**Run 1: M3 wires**

The bar under the picture is 20 µm long. Cells faint in the background.
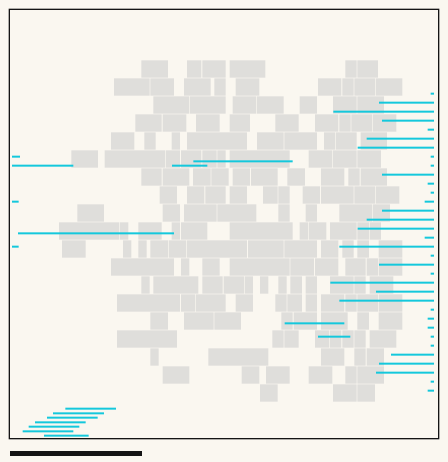
**Run 1: signal wires on met2**

The bar under the picture is 20 µm long. Cells faint in the background.
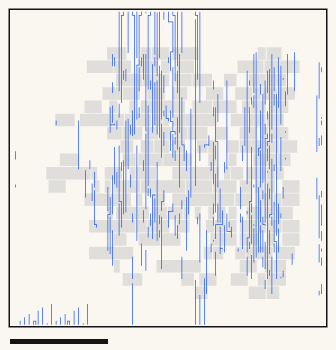
**Run 1: M1 wires**

The bar under the picture is 20 µm long. Cells faint in the background.
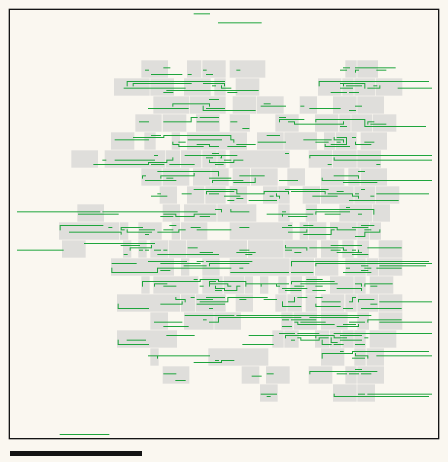
File: config.mk
export PLATFORM = sky130hd
export DESIGN_NAME = esc_bank_ctrl
export DESIGN_NICKNAME = d
export VERILOG_FILES = /design/src/rtl/esc_bank_ctrl.sv
export SDC_FILE = /design/constraint.sdc
export NUM_CORES = 1
export LEC_CHECK = 0
export CORE_MARGIN = 5
export CORE_UTILIZATION = 27
export CTS_CLUSTER_DIAMETER = 200
export DETAILED_ROUTE_END_ITERATION = 16
export GPL_TIMING_DRIVEN = 0
export PLACE_DENSITY = 0.77
export REMOVE_ABC_BUFFERS = 1
export SLEW_MARGIN = 20
export SYNTH_ARGS = -nofsm -noshare
export SYNTH_HDL_FRONTEND = slang
export SYNTH_SLANG_ARGS = --single-unit
File: constraint.sdc
create_clock -name clk -period 1.4 [get_ports clk]
set_clock_uncertainty 0.1 [all_clocks]
set_input_delay 0.28 -clock clk [delete_from_list [all_inputs] [get_ports clk]]
set_output_delay 0.28 -clock clk [all_outputs]
set_load 0.05 [all_outputs]
File: src/rtl/esc_bank_ctrl.sv
// esc_bank_ctrl
//   Port controller for the scalar register bank. Round-robin arbitrates NRD
//   read requesters onto the bank read port and NWR write requesters onto the
//   bank write port, returns tagged read data one cycle after grant, and runs
//   a clear sequencer that writes zero to every register on command.
//
// Ports
//   clk, rst_n         clock, asynchronous active-low reset
//   rd_req/rd_addr     read requests (level) and packed addresses
//   rd_gnt             one-hot read grant (combinational)
//   rd_valid/rd_id     registered read-return valid and owner index
//   rd_data            read data, passed straight from bank_eA
//   wr_req/addr/data   write requests (level), packed addresses and data
//   wr_gnt             one-hot write grant (combinational)
//   clr_start          start a clear sequence (only honoured in IDLE)
//   clr_busy/clr_done  clear in progress / one-cycle completion pulse
//   bank_*             bank control outputs and registered read data input
module esc_bank_ctrl #(
  parameter int NRD = 2,
  parameter int NWR = 2,
  parameter int DW  = 8,
  parameter int AW  = 3,
  localparam int RIW = (NRD > 1) ? $clog2(NRD) : 1,
  localparam int WIW = (NWR > 1) ? $clog2(NWR) : 1
) (
  input  logic              clk,
  input  logic              rst_n,
  input  logic [NRD-1:0]    rd_req,
  input  logic [NRD*AW-1:0] rd_addr,
  output logic [NRD-1:0]    rd_gnt,
  output logic              rd_valid,
  output logic [RIW-1:0]    rd_id,
  output logic [DW-1:0]     rd_data,
  input  logic [NWR-1:0]    wr_req,
  input  logic [NWR*AW-1:0] wr_addr,
  input  logic [NWR*DW-1:0] wr_data,
  output logic [NWR-1:0]    wr_gnt,
  input  logic              clr_start,
  output logic              clr_busy,
  output logic              clr_done,
  output logic [AW-1:0]     bank_dir_A,
  output logic              bank_signal_read,
  output logic [AW-1:0]     bank_dir_esc,
  output logic [DW-1:0]     bank_data,
  output logic              bank_signal_esc,
  input  logic [DW-1:0]     bank_eA
);

  typedef enum logic [1:0] {IDLE, CLEAR, DONE} state_t;

  state_t         state_q, state_d;
  logic [RIW-1:0] rd_ptr_q, rd_ptr_d;
  logic [WIW-1:0] wr_ptr_q, wr_ptr_d;
  logic [AW-1:0]  cnt_q, cnt_d;
  logic           rd_valid_q, rd_valid_d;
  logic [RIW-1:0] rd_id_q, rd_id_d;
  logic           clr_busy_q, clr_busy_d;
  logic           clr_done_q, clr_done_d;

  logic           rd_found, wr_found;
  logic [RIW-1:0] rd_sel;
  logic [WIW-1:0] wr_sel;
  logic           arb_en;

  // Arbitration only runs in IDLE and is held off while reset is asserted.
  assign arb_en = rst_n && (state_q == IDLE);

  // Read round-robin: first requester at or after rd_ptr_q, cyclically.
  always_comb begin
    int idx;
    rd_found = 1'b0;
    rd_sel   = '0;
    for (int k = 0; k < NRD; k++) begin
      idx = int'(rd_ptr_q) + k;
      if (idx >= NRD) idx = idx - NRD;
      if (!rd_found && rd_req[idx]) begin
        rd_found = 1'b1;
        rd_sel   = RIW'(idx);
      end
    end
  end

  // Write round-robin with its own independent pointer.
  always_comb begin
    int idx;
    wr_found = 1'b0;
    wr_sel   = '0;
    for (int k = 0; k < NWR; k++) begin
      idx = int'(wr_ptr_q) + k;
      if (idx >= NWR) idx = idx - NWR;
      if (!wr_found && wr_req[idx]) begin
        wr_found = 1'b1;
        wr_sel   = WIW'(idx);
      end
    end
  end

  always_comb begin
    rd_gnt = '0;
    wr_gnt = '0;
    if (arb_en && rd_found) rd_gnt[rd_sel] = 1'b1;
    if (arb_en && wr_found) wr_gnt[wr_sel] = 1'b1;
  end

  assign bank_signal_read = |rd_gnt;
  assign bank_dir_A       = rd_addr[int'(rd_sel)*AW +: AW];

  // The clear sequencer owns the write port for the whole CLEAR state.
  always_comb begin
    if (state_q == CLEAR) begin
      bank_signal_esc = 1'b1;
      bank_dir_esc    = cnt_q;
      bank_data       = '0;
    end else begin
      bank_signal_esc = |wr_gnt;
      bank_dir_esc    = wr_addr[int'(wr_sel)*AW +: AW];
      bank_data       = wr_data[int'(wr_sel)*DW +: DW];
    end
  end

  always_comb begin
    state_d    = state_q;
    cnt_d      = cnt_q;
    rd_ptr_d   = rd_ptr_q;
    wr_ptr_d   = wr_ptr_q;
    rd_valid_d = |rd_gnt;
    rd_id_d    = rd_id_q;

    // Grants only exist in IDLE, so pointers are frozen in CLEAR/DONE.
    if (|rd_gnt) begin
      rd_id_d  = rd_sel;
      rd_ptr_d = (int'(rd_sel) == NRD - 1) ? '0 : rd_sel + RIW'(1);
    end
    if (|wr_gnt) begin
      wr_ptr_d = (int'(wr_sel) == NWR - 1) ? '0 : wr_sel + WIW'(1);
    end

    case (state_q)
      IDLE: begin
        if (clr_start) begin
          state_d = CLEAR;
          cnt_d   = '0;
        end
      end
      CLEAR: begin
        cnt_d = cnt_q + AW'(1);
        if (cnt_q == {AW{1'b1}}) state_d = DONE;
      end
      DONE:    state_d = IDLE;
      default: state_d = IDLE;
    endcase

    clr_busy_d = (state_d == CLEAR);
    clr_done_d = (state_d == DONE);
  end

  always_ff @(posedge clk or negedge rst_n) begin
    if (!rst_n) begin
      state_q    <= IDLE;
      cnt_q      <= '0;
      rd_ptr_q   <= '0;
      wr_ptr_q   <= '0;
      rd_valid_q <= 1'b0;
      rd_id_q    <= '0;
      clr_busy_q <= 1'b0;
      clr_done_q <= 1'b0;
    end else begin
      state_q    <= state_d;
      cnt_q      <= cnt_d;
      rd_ptr_q   <= rd_ptr_d;
      wr_ptr_q   <= wr_ptr_d;
      rd_valid_q <= rd_valid_d;
      rd_id_q    <= rd_id_d;
      clr_busy_q <= clr_busy_d;
      clr_done_q <= clr_done_d;
    end
  end

  assign rd_valid = rd_valid_q;
  assign rd_id    = rd_id_q;
  assign rd_data  = bank_eA;
  assign clr_busy = clr_busy_q;
  assign clr_done = clr_done_q;

endmodule

==> GITHUB_STEP_SUMMARY, run 1 <==
## Implementation flow summary

| Metric | Value |
|---|---|
| Final TNS setup | -7.748 ns |
| Inserted Diodes | 0 |
| Worst reg2reg path endpoint | cnt_q[2] |
| Slack of the worst reg-to-reg path | 0.06 ns |
| Number of remaining DRC errors | 0 |
| Final setup viols | 20 |
| Total chip power | 2.934 mW |
| Die height | 64.67 µm |
| Overall overflow remaining after global route | 0 |
| Kind of start point of the critical path | flop |
| Switching power as a share of total power | 51.71% |
| Setup slack after layout | -0.4861 ns |
| TritonCTS clock tree | done |
| Run status | complete, but fails checks |
| Violated checks | setup timing |
| RSZ-0062 raised after global routing | yes |
| Routed wire length per instance | 16.07 µm |
| Count of pins over their slew limit | 0 |
| Syn Area/Cell | 8.235 µm² |
| Crit Reg-Reg Startpoint | state_q[1] |
About 'M3 wires':
main direction = horizontal
share of all routed wire = 9.5%
nets with wire on the layer = 49

About 'signal wires on met2':
longest straight run = 41.8 µm
wire length on this layer = 1550 µm

About 'M1 wires':
share of all routed wire = 40%
nets with wire on the layer = 173

==> run 1: repair_timing <==
action,CTS,global route
endpoints found under the hold margin,11,0
hold buffers,1,0
buffers inserted,13,1
resized,194,8
endpoints found under the setup margin,28,22
gates cloned,2,0
pin swaps,10,1
==> run 1: routing by layer <==
metal / wire length, µm / vias up / GRT usage [%] / share of wire [%]
li1: - / 476 / - / -
met1: 1259 / 480 / 16.14 / 40
met2: 1549 / 60 / 26.55 / 50
met3: 297 / 2 / 5.354 / 9.5
met4: 11 / 0 / 6.069 / 0.35
met5: 0 / - / 0 / 0
==> run 1: worst max-delay path, cell delays in order (launching register included) <==
cell,delay (ns)
dfrtp_2,0.45
nor3b_4,0.29
o21a_1,0.20
and2_4,0.16
buf_8,0.14
==> run 1: power groups by stage <==
| stage | logic (mW) | registers [mW] | clock network [mW] |
|---|---|---|---|
| 3_3_place_gp | 1.78 | 0.553 | 0 |
| 2_1_floorplan | 1.09 | 0.660 | 0 |
| 6_report | 2.13 | 0.581 | 0.222 |
| 3_5_place_dp | 1.82 | 0.564 | 0 |
| 4_1_cts | 2.13 | 0.578 | 0.229 |
| 5_1_grt | 2.26 | 0.600 | 0.239 |
==> run 1: sequential cells by signal, summed over array words and instances (netlist names) <==
register  count
rd_valid      1
rd_ptr_q      1
state_q       2
clr_done      1
rd_id         1
clr_busy      1
cnt_q         3
wr_ptr_q      1
==> run 1: worst min-delay path by stage <==
| stage | endpoint | start | cells past startpoint |
|---|---|---|---|
| after floorplan | clr_busy | rst_n | 0 |
| after global placement | wr_ptr_q | wr_ptr_q | 1 |
| after detailed placement | rd_id | rd_id | 1 |
| after CTS | wr_ptr_q | wr_req[1] | 2 |
| after global routing | wr_ptr_q | wr_req[1] | 2 |
| final | wr_ptr_q | wr_req[1] | 2 |
==> run 1: through the flow <==
step | instances | cell area (µm²)
6_report | 194 | 1600
5_1_grt | 194 | 1600
4_1_cts | 194 | 1590
3_5_place_dp | 174 | 1341
3_3_place_gp | 174 | 1341
2_1_floorplan | 85 | 721.9
==> run 1: cells by family after synthesis <==
logic type	count (synthesis)	share of synthesized area, %
and+or+nand+nor	27	18.29
DFF	11	34.11
muxes	4	5.426
AOI/OAI and AO/OA	38	27.13
buffers and inverters	16	11.94
adders and majority gates	2	3.100
==> run 1: cell type report <==
class,instances,area (µm²),share of cell area (%)
Timing Repair Buffer,72,705.7,44.10
Sequential cell,11,279.0,17.44
Tap cell,31,38.79,2.424
Clock buffer,4,26.28,1.642
Inverter,3,15.01,0.9382
Multi-Input combinational cell,73,535.5,33.46
==> run 1: layout by cell type (no fill, tap or decap), drive strengths merged, types with 3 or more instances in the layout <==
| cell type | count |
|---|---|
| buf | 35 |
| dfrtp | 11 |
| a21oi | 14 |
| clkdlybuf4s50 | 29 |
| clkdlybuf4s15 | 5 |
| clkbuf | 4 |
| mux2 | 3 |
| nand2 | 3 |
| o21ai | 13 |
| nor2 | 9 |
| nand3 | 8 |
| a31oi | 5 |
| nor2b | 3 |
| nand2b | 3 |
**Run 1: pin map**

The bar under the picture is 20 µm long. Pins as bars across the die edge, other pins in gray.
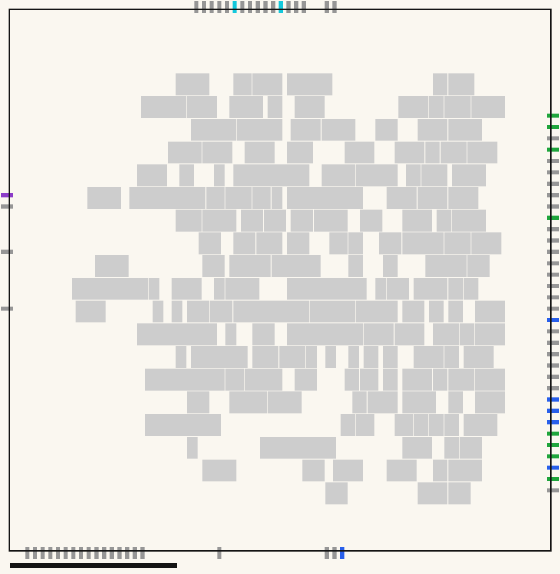

## Run 2: what changed since run 1
--- a/config.mk
+++ b/config.mk
@@ -9,9 +9,9 @@
 export CORE_UTILIZATION = 27
 export CTS_CLUSTER_DIAMETER = 200
 export DETAILED_ROUTE_END_ITERATION = 16
-export GPL_TIMING_DRIVEN = 0
 export PLACE_DENSITY = 0.77
 export REMOVE_ABC_BUFFERS = 1
+export SETUP_SLACK_MARGIN = 0.05
 export SLEW_MARGIN = 20
 export SYNTH_ARGS = -nofsm -noshare
 export SYNTH_HDL_FRONTEND = slang
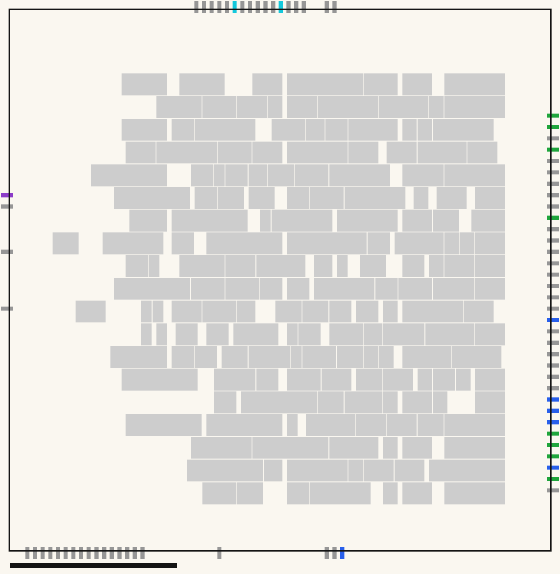
**Above:** run 2 (pin map).
The bar under the picture is 20 µm long. Pins as bars across the die edge, other pins in gray.
blue -> `wr_addr`  # pins 6, direction input, edge 5 right, 1 bottom
purple -> `clk`  # pins 1, direction input, edge left
cyan -> `rd_req`  # pins 2, direction input, edge top
green -> `bank_data`  # pins 8, direction output, edge right
all pins by edge = 34 right, 20 bottom, 17 top, 4 left

==> GITHUB_STEP_SUMMARY, run 2 <==
## Implementation flow summary

| Metric | Value |
|---|---|
| Final Routed Wirelength | 4.391 mm |
| Crit path max-delay family | flip-flops |
| Final hold vios | 0 |
| Most flops, register | cnt_q |
| Violated checks | setup timing |
| TritonCTS clock tree | done |
| Syn Area/Cell | 8.235 µm² |
| Crit-path cells | buf_6 > nor2b_4 > a31oi_2 > a21oi_2 > buf_12 |
| Peak per-stage delay on the critical path | 0.41 ns |
| Commonest cells after routing, fill and taps aside | 29 x clkdlybuf4s50_1, 21 x buf_12, 18 x buf_4 |
| Routed wire length per instance | 20.91 µm |
| Final TNS setup | -9.399 ns |
| RSZ-0062 raised after global routing | yes |
| Tightest Hold Check Type | input pin to asynchronous set/reset pin |
| Worst hold slack | 0.2735 ns |
| CTS root buffer | clkbuf_4 |
| Switching power as a share of total power | 46.85% |
| Worst-case clock buffer depth | 2 |
| Run status | complete, but fails checks |
| Final cell count without fillers | 210 |
| Largest registers | cnt_q (3), state_q (2) |
| Share of the cycle needed by the critical path after routing | 139.3% |
| Design area | 0.002137 mm² |
| Slack of the worst reg-to-reg path | 0.07 ns |
| FMAX | 0.5129 GHz |
| Maximum fanout along the worst path | 5 |
| Number of unique standard cell types used by synthesis | 27 |
| Flip-flop count of the largest register after layout | 3 |
| Slowest-stage cell, CP | dfrtp_1 |
| Die height | 64.67 µm |
| Total net switching power | 1.903 mW |
| Inserted Diodes | 0 |
| Fillcell total | 153 |
| Placed Instance Area | 0.001702 mm² |
| Kind of start point of the critical path | flop |
| Number of remaining DRC errors | 0 |
| Count of pins over their slew limit | 0 |
| Netlist area before placement | 807.0 µm² |
| First-pass GRT wire length | 6.147 mm |
| Highest-count logic cell in the final layout | clkdlybuf4s50_1 |
| Synthesis-to-layout area growth | 164.8% |
| Critical path buffer and inverter count | 2 |
| Clock buffers created by TritonCTS | 3 |
| Setup slack after layout | -0.5499 ns |
| Final setup viols | 20 |
| Number of placed instances with taps included | 195 |
| Overall overflow remaining after global route | 0 |
| Worst reg2reg path endpoint | rd_ptr_q |
| Crit Reg-Reg Startpoint | state_q[0] |
| Total chip power | 4.062 mW |
## run 2: cell types whose count changed in the layout (fill, tap and decap cells not counted), moves of 3 or more
cell | before | now
a21oi_1 | 8 | 1
a21oi_4 | 0 | 8
buf_12 | 0 | 21
buf_4 | 15 | 18
buf_6 | 16 | 12
clkdlybuf4s15_2 | 4 | 0
## run 2: layer usage
metal / GRT usage (%) / part of all wire (%)
met5: 0 / 0
met1: 19.32 / 38
met3: 6.390 / 7.5
met2: 35.95 / 52
met4: 7.652 / 2.7
## run 2: power groups by stage
stage,Sequential [mW],Clock (mW),Combinational (mW)
global placement,0.551,0,2.49
floorplan,0.660,0,1.09
detailed placement,0.556,0,2.55
finish,0.598,0.229,3.24
CTS,0.572,0.236,2.89
global route,0.613,0.254,3.37
## run 2: area by class of cell
class / count / area, µm² / area share [%]
sequential: 11 / 276.5 / 12.94
timing repair buffer: 89 / 1094 / 51.17
tap: 31 / 38.79 / 1.815
clock buffer: 4 / 26.28 / 1.230
inverter: 3 / 11.26 / 0.5269
multi-input combinational: 72 / 690.7 / 32.32
## run 2: worst max path at each step
stage	cells after the start	slack (ns)	end
2_1_floorplan	3	-0.72	rd_gnt[0]
3_3_place_gp	6	-0.60	bank_dir_esc[0]
3_5_place_dp	6	-0.65	bank_data[6]
4_1_cts	5	-0.49	bank_data[2]
5_1_grt	5	-0.65	bank_dir_esc[2]
6_report	5	-0.55	bank_dir_esc[2]
## run 2: tightest hold or removal path, stage by stage
cell and delay (ns):
dlygate4sd2_1 0.22, buf_4 0.12, dlymetal6s4s_1 0.49
## run 2: logic make-up (layout without fill, tap and decap cells)
| logic type | Yosys count | in the layout | synth area share, % |
|---|---|---|---|
| flops | 11 | 11 | 34.11 |
| compound gates | 38 | 38 | 27.13 |
| mux | 4 | 4 | 5.426 |
| fa+ha+maj | 2 | 2 | 3.100 |
| buf+inv | 16 | 96 | 11.94 |
| simple gates | 27 | 28 | 18.29 |
## run 2: repair_timing
action / 4_1_cts / 5_1_grt
setup endpoints to repair: 20 / 25
setup buffers: 5 / 6
hold buffers: 1 / 0
resized: 59 / 32
pin swaps: 15 / 7
endpoints found under the hold margin: 11 / 0
gates cloned: 1 / 0
Power is estimated from default activity; no workload was simulated.
